==> config.mk <==
export PLATFORM = sky130hd
export DESIGN_NAME = fabric_ingress_gate
export DESIGN_NICKNAME = d
export VERILOG_FILES = /design/src/rtl/fabric_ingress_gate.sv
export SDC_FILE = /design/constraint.sdc
export NUM_CORES = 1
export LEC_CHECK = 0
export CAP_MARGIN = 20
export CELL_PAD_IN_SITES_DETAIL_PLACEMENT = 2
export CELL_PAD_IN_SITES_GLOBAL_PLACEMENT = 2
export CORE_MARGIN = 3
export CORE_UTILIZATION = 28
export CTS_CLUSTER_DIAMETER = 40
export DETAILED_ROUTE_END_ITERATION = 8
export PLACE_DENSITY = 0.81
export SLEW_MARGIN = 20
export SYNTH_ARGS = -nofsm -noshare
export SYNTH_HDL_FRONTEND = slang
export SYNTH_SLANG_ARGS = --single-unit
==> constraint.sdc <==
create_clock -name clk -period 2.92 [get_ports clk]
set_input_delay 0.73 -clock clk [delete_from_list [all_inputs] [get_ports clk]]
set_output_delay 0.73 -clock clk [all_outputs]
set_load 0.01 [all_outputs]
**Run 1: routed metal per tile**

37 x 37 tiles, from dark blue (low) to red (high), scaled to the fullest tile. Values are wire area over tile area, all layers added.
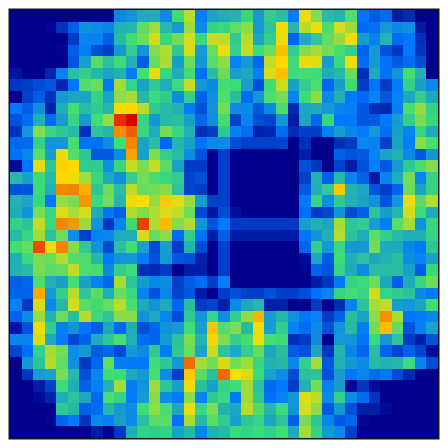
- fullest tile: 0.46
- emptiest ninth of the die: centre
- mean over tiles: 0.15
- nearly empty tiles: 13%
- tiles over half the peak: 22%
- densest ninth of the die: middle left
drt total wl: 34250 um
all-layer global routing usage: 19.50%

**Run 1: cells by drive strength**

Scale bar: 50 um.
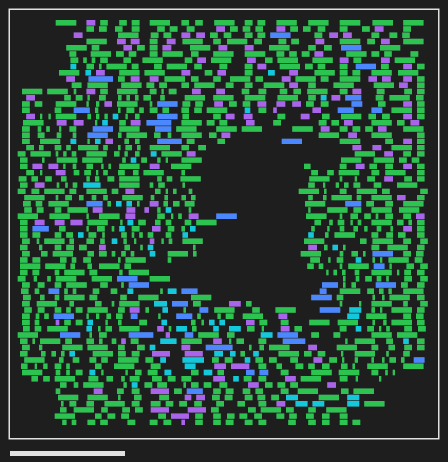
- cyan: _3 and _4 cells (cells 63; share 5.5%)
- purple: _2 cells (cells 128; share 11%)
- green: _0 and _1 cells (cells 916; share 79%)
- blue: _6 and larger (cells 47; share 4.1%)
Buffers excl. clock: 396
synthesis-to-layout area growth: 58.25%
setup slack after layout: -0.05294 ns
post-route cell area: 14430 um2

**Run 1: where the registers sit**

Scale bar: 50 um. Other sequential cells in the stronger grey, the rest of the logic in the fainter grey.
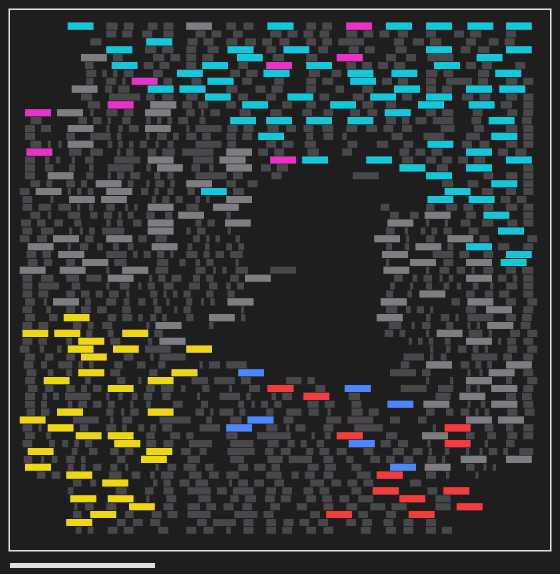
- cyan: `m_tdata` (flops 64)
- red: `m_tuser` (flops 12)
- blue: `m_tdest` (flops 7)
- magenta: `m_tkeep` (flops 8)
- yellow: `drop_count` (flops 32; where lower left)
- not coloured: 76
Layout Utilization: 45.37%
Seq/total area: 34.52%

==> summary.rpt, run 1 <==
IMPLEMENTATION SUMMARY REPORT
----------------------------------------------------
[Outcome]
  Run status ........................ finished, violations left
  Failing checks ........................ setup timing

[Synth]
  Yosys aoi share ........................ 3.198%
  Chip Area, Yosys ........................ 9116 um2
  Portion of synthesized cell area occupied by the leading cell type ........................ 54.63%
  Seq/Total Area, Yosys ........................ 54.63%
  Mapped cell area ........................ 9116 um2
  Cell accounting for the most synthesized area ........................ sky130_fd_sc_hd__dfrtp_1
  Proportion of register bits with asynchronous set or reset after synthesis ........................ 100.0%
  Average cell area after synthesis ........................ 12.06 um2
  Net count after synthesis ........................ 906
  Post-synthesis sequential element count ........................ 199
  Synth mux share ........................ 15.40%
  Count of library flops with an enable pin ........................ 0
  Post-Syn Instances ........................ 756
  Biggest area contributors in the synthesized netlist ........................ sky130_fd_sc_hd__dfrtp_1, sky130_fd_sc_hd__mux2_2, sky130_fd_sc_hd__xor2_1
  Number of unique standard cell types used by synthesis ........................ 51
  Synthesized-area fraction occupied by xor and xnor cells ........................ 8.935%

[Cells and area]
  Storage element area ........................ 4980 um2
  Max-area cell class ........................ flip-flops and latches
  Number of inserted filler cells in the final layout ........................ 3190
  Comb gate area ........................ 4126 um2
  Multi-input comb cells ........................ 508
  # diodes ........................ 1
  Signal buf overhead ........................ 28.10%
  Final net count ........................ 1291
  Max reg flops ........................ 64
  Top library cells by usage in the layout, fill and taps aside ........................ sky130_fd_sc_hd__clkdlybuf4s50_1, sky130_fd_sc_hd__dfrtp_1, sky130_fd_sc_hd__mux2_2
  Fraction of layout instances using a drive strength above 1 ........................ 20.62%
  Post-route non-filler standard cell count ........................ 1590

[Floorplanning]
  DIE WIDTH ........................ 186.4 um
  Count of boundary I/O pins ........................ 336
  Die area ........................ 34760 um2
  Core ar. ........................ 31800 um2
  Die Y ........................ 186.4 um

[Final timing]
  Total negative slack ........................ -0.3755 ns
  Setup slack after layout ........................ -0.05294 ns
  Minimum period implied by the final worst setup slack ........................ 2.973 ns
  Final clock period utilization by the worst path ........................ 101.8%
  Setup-failing EPs final ........................ 13
  Worst Clk Skew ........................ 0.01304 ns
  Hold_ws ........................ 0.2598 ns
  Peak clock frequency supported by timing ........................ 336.4 MHz

[Global routing]
  Busiest layer in global routing ........................ met2
  Met1 GRT Util ........................ 23.45%
  Via count of the first global-routing pass ........................ 8740
  Met3 demand-to-capacity share in global routing ........................ 4.847%

[Power]
  Combinational power ........................ 2.76 mW
  Switch share ........................ 28.85%
  Internal power ........................ 6.450 mW
  Main power group ........................ registers
  Power share of the sequential group ........................ 40.2%
  Design Power ........................ 9.065 mW

[Clock network]
  Buffers inserted during post-CTS setup optimization ........................ 2
  Root buffer selected by CTS ........................ sky130_fd_sc_hd__clkbuf_16
  Number of buffers added to fix hold violations after cts ........................ 0
  Clock-pin transition on the worst setup and hold timing paths ........................ 0.08 ns
  PostCTS Resize Cnt ........................ 30
  Skew-Pair Late Insertion Delay ........................ 0.44 ns

[Place]
  Routability congestion estimate ........................ 0.7559
  IO buf count ........................ 335
  Worst setup timing slack at the placement stage ........................ -0.7847 ns
  Post-DP HPWL ........................ 24570 um

[Setup path]
  CP Launch Type ........................ input port
  R2R setup slack ........................ 0.09 ns
  Required time worst endpoint ........................ 3.25 ns
  Crit Path Category ........................ input port to flip-flop
  Depth of the worst register-to-register path ........................ 8
  Max Fanout on Critical Path ........................ 5

[Routing]
  Post-DR vias/cell ........................ 4.796
  Number of search-and-repair iterations in the first detailed-routing pass ........................ 4
  WL per Instance ........................ 21.54 um
  Number of remaining DRC errors ........................ 0
  Via count of the routed design ........................ 7625

[Hold path]
  Path type of the worst min-delay path ........................ input port to asynchronous set/reset pin

[Flow run]
  Max cap viols ........................ 0

----------------------------------------------------
## run 1: per-layer routing
metal / share of wire [%] / vias up
met2: 53 / 167
met3: 3.8 / 34
li1: - / 3460
met5: 0 / -
met1: 41 / 3964
met4: 1.6 / 0
## run 1: worst max-delay path: stages
cell                              delay, ns
sky130_fd_sc_hd__clkdlybuf4s50_1       0.43
sky130_fd_sc_hd__mux4_2                0.49
sky130_fd_sc_hd__o211ai_1              0.39
sky130_fd_sc_hd__a221oi_4              0.16
sky130_fd_sc_hd__or3_4                 0.37
sky130_fd_sc_hd__nor2b_4               0.15
sky130_fd_sc_hd__buf_6                 0.13
sky130_fd_sc_hd__clkbuf_16             0.15
sky130_fd_sc_hd__mux2_4                0.30
## run 1: synthesized netlist by cell type, types with 5 or more instances
cell / count
sky130_fd_sc_hd__nand3_1: 40
sky130_fd_sc_hd__nor4_1: 21
sky130_fd_sc_hd__xor2_1: 54
sky130_fd_sc_hd__nor3_1: 24
sky130_fd_sc_hd__or3_1: 5
sky130_fd_sc_hd__nand4_1: 24
sky130_fd_sc_hd__clkbuf_1: 12
sky130_fd_sc_hd__a21oi_1: 5
sky130_fd_sc_hd__nor2_1: 33
sky130_fd_sc_hd__o21ai_0: 12
sky130_fd_sc_hd__and2_1: 6
sky130_fd_sc_hd__and3_1: 13
sky130_fd_sc_hd__and4_1: 11
sky130_fd_sc_hd__mux2i_1: 12
sky130_fd_sc_hd__xnor2_1: 39
sky130_fd_sc_hd__nand2_1: 52
sky130_fd_sc_hd__mux2_4: 9
sky130_fd_sc_hd__inv_1: 19
sky130_fd_sc_hd__dfrtp_1: 199
sky130_fd_sc_hd__mux2_2: 88
sky130_fd_sc_hd__mux4_2: 7
sky130_fd_sc_hd__buf_2: 13
sky130_fd_sc_hd__nand2b_1: 5
==> inputs of run 2 (changes only) <==
--- a/config.mk
+++ b/config.mk
@@ -8,6 +8,7 @@
 export CAP_MARGIN = 20
 export CELL_PAD_IN_SITES_DETAIL_PLACEMENT = 2
 export CELL_PAD_IN_SITES_GLOBAL_PLACEMENT = 2
+export CORE_ASPECT_RATIO = 1.4
 export CORE_MARGIN = 3
 export CORE_UTILIZATION = 28
 export CTS_CLUSTER_DIAMETER = 40
==> run 2 against run 1 <==
  * Via count grew 0.85%
  * Area after synthesis is the same
  * Sequential cell count is the same
  * Clock-buffer cell count shrank 4
  * Wire length grew 6.8%
  * Fmax grew 3.3%
  * Critical path depth grew 1
  * Largest power group unchanged
  * Sequential power is essentially flat
  * The run now ends clean
  * First-iteration DRC count shrank 5.1%
  * Clock skew is essentially flat
  * Clock power shrank 9.4%
==> summary.rpt, run 2 <==
IMPLEMENTATION SUMMARY REPORT
----------------------------------------------------
[Floorplanning]
  Die Y ........................ 219.5 um
  DIE WIDTH ........................ 158.5 um
  Die area ........................ 34790 um2
  Count of boundary I/O pins ........................ 336

[Setup path]
  Cell with the largest stage delay on the worst path ........................ sky130_fd_sc_hd__mux4_2
  Depth of the worst register-to-register path ........................ 8
  Max Fanout on Critical Path ........................ 10
  CP Launch Type ........................ input port
  Sum of buffers and inverters on the critical path ........................ 4
  R2R setup slack ........................ 0.18 ns
  Cell-by-cell listing of the critical path ........................ clkdlybuf4s50_1 -> mux4_2 -> and2_1 -> a211oi_4 -> o21ai_2 -> o21ai_4 -> buf_12 -> buf_16 -> clkbuf_16 -> mux2_2
  Top delay family on crit path ........................ buffers and inverters
  Required time worst endpoint ........................ 3.27 ns
  Crit Path Category ........................ input port to flip-flop
  Slowest stage delay, CP ........................ 0.45 ns
  Cell depth of the worst setup path ........................ 10
  Crit end category ........................ flip-flop

[Synth]
  Cell accounting for the most synthesized area ........................ sky130_fd_sc_hd__dfrtp_1
  Count of synthesis-stage warnings from yosys ........................ 0
  Chip Area, Yosys ........................ 9116 um2
  Synthesized-area fraction occupied by xor and xnor cells ........................ 8.935%
  Proportion of register bits with asynchronous set or reset after synthesis ........................ 100.0%
  Number of unique standard cell types used by synthesis ........................ 51
  Biggest area contributors in the synthesized netlist ........................ sky130_fd_sc_hd__dfrtp_1, sky130_fd_sc_hd__mux2_2, sky130_fd_sc_hd__xor2_1
  Adder-Cell Fraction of Synth Area ........................ 0.5490%
  Mapped cell area ........................ 9116 um2
  Post-Syn Instances ........................ 756
  Yosys aoi share ........................ 3.198%
  Net count after synthesis ........................ 906
  Seq/Total Area, Yosys ........................ 54.63%
  Synth mux share ........................ 15.40%
  Largest logic family ........................ multiplexers
  Dominant flop cell ........................ sky130_fd_sc_hd__dfrtp_1
  Portion of synthesized cell area occupied by the leading cell type ........................ 54.63%
  Post-synthesis cell type with the largest instance count ........................ sky130_fd_sc_hd__dfrtp_1
  Count of library flops with an enable pin ........................ 0
  Average cell area after synthesis ........................ 12.06 um2
  Post-synthesis sequential element count ........................ 199
  Synth cell count leaders ........................ sky130_fd_sc_hd__dfrtp_1, sky130_fd_sc_hd__mux2_2, sky130_fd_sc_hd__xor2_1

[Power]
  PwrDens ........................ 616.7 nW/um2
  Power share of the sequential group ........................ 40.6%
  Fraction of power consumed by combinational cells ........................ 32.6%
  Switch share ........................ 30.81%
  Internal power ........................ 6.214 mW

[Hold path]
  Path type of the worst min-delay path ........................ input port to asynchronous set/reset pin

[Cells and area]
  Final net count ........................ 1304
  Max reg flops ........................ 64
  # diodes ........................ 0
  Post-route cell area ........................ 14560 um2
  Post-route non-filler standard cell count ........................ 1601
  Top library cells by usage in the layout, fill and taps aside ........................ sky130_fd_sc_hd__clkdlybuf4s50_1, sky130_fd_sc_hd__dfrtp_1, sky130_fd_sc_hd__mux2_2
  Fraction of layout instances using a drive strength above 1 ........................ 21.25%
  Number of inserted filler cells in the final layout ........................ 3186
  Synthesis-to-layout area growth ........................ 59.72%
  Layout Utilization ........................ 45.66%

[Final timing]
  Final clock period utilization by the worst path ........................ 98.57%
  Setup-failing EPs final ........................ 0
  Minimum period implied by the final worst setup slack ........................ 2.878 ns
  Peak clock frequency supported by timing ........................ 347.4 MHz
  Hold_ws ........................ 0.2629 ns
  Pins Over Slew Limit ........................ 0

[Routing]
  WL per Instance ........................ 22.84 um
  Via count of the routed design ........................ 7690
  Drt total wl ........................ 36570 um
  Post-DR vias/cell ........................ 4.803
  Number of search-and-repair iterations in the first detailed-routing pass ........................ 4
  Number of remaining DRC errors ........................ 0

[Flow run]
  Number of logged tool warnings ........................ 29
  Max cap viols ........................ 0

[Clock network]
  Clock-pin transition on the worst setup and hold timing paths ........................ 0.08 ns
  Root buffer selected by CTS ........................ sky130_fd_sc_hd__clkbuf_16
  Number of buffers added to fix hold violations after cts ........................ 0
  Number of buffers created by CTS ........................ 17

[Global routing]
  Via count of the first global-routing pass ........................ 9076
  All-layer global routing usage ........................ 20.68%

[Outcome]
  Run status ........................ finished, final reports clean

[Place]
  Cell Count Post-Placement ........................ 1551
  Post-DP HPWL ........................ 26340 um
  IO buf count ........................ 335
  Routability congestion estimate ........................ 0.7841
  Instance area after placement ........................ 13450 um2

----------------------------------------------------
-- run 2: netlist changes by cell type in the layout (fill, tap and decap cells not counted), sizes merged --
cell	before	now
diode	1	0
bufinv	4	1
dlymetal6s2s	8	1
clkinvlp	1	2
clkdlybuf4s50	322	329
clkinv	3	5
buf	60	71
bufbuf	1	0
inv	21	25
clkbuf	24	23
-- run 2: layout make-up --
cell class / instances / area (um2) / area share, %
inverters: 19 / 71.32 / 0.4898
well taps: 434 / 543.0 / 3.729
repair buffers: 409 / 4228 / 29.04
clock inverters: 14 / 137.6 / 0.9453
flip-flops and latches: 199 / 4980 / 34.20
multi-input cells: 508 / 4161 / 28.58
clock buffers: 18 / 439.2 / 3.016
-- run 2: repair_timing --
item	in CTS	in global routing
resized	34	22
setup buffers	10	4
gates cloned	2	4
setup endpoints to repair	157	130
pin swaps	4	8
-- run 2: metal layers --
metal  track usage [%]  routed length [um]  up-vias
met4             6.485                 756        0
met5                 0                   0        -
li1                  -                   -     3482
met1             21.32               12950     3957
met2             40.54               21100      210
met3             4.656                1770       41
-- run 2: metrics by stage --
step | total power [mW] | TNS (ns) | setup WS [ns]
3_5_place_dp | 6.458 | -127.11 | -1.189
5_1_grt | 9.450 | -0.02253 | -0.009200
4_1_cts | 9.012 | -0.9170 | -0.05632
2_1_floorplan | 4.649 | -2.062 | -0.1106
6_report | 8.980 | 0 | 0.04166
3_3_place_gp | 6.285 | -114.22 | -0.9955
-- run 2: power by group through the flow --
stage	Sequential (mW)	Clock (mW)	Combinational [mW]
floorplan	3.84	0	0.810
global placement	3.62	0	2.66
detailed placement	3.68	0	2.77
CTS	3.64	2.49	2.88
global route	3.71	2.62	3.12
finish	3.64	2.41	2.92
**Run 2: cell placement**

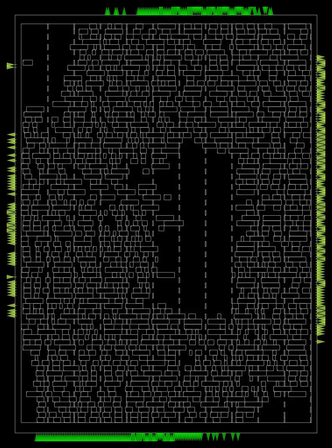
Core ar.: 31890 um2
number of flip-flops and latches: 199

**Run 2: clock network drawn from the DEF**

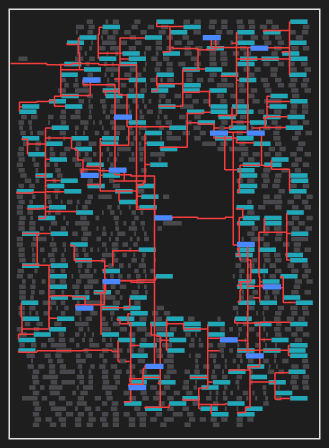
- cyan: flip-flops (count 199)
- red: clock wires (length 2980 um)
- blue: clock drivers (count 17)
- routed clock nets: 18
Skew-Pair Late Insertion Delay: 0.46 ns
Worst Clk Skew: 0.01262 ns
P_clk: 2.41 mW

No activity file was given, so power comes from the tool's default toggle rates.
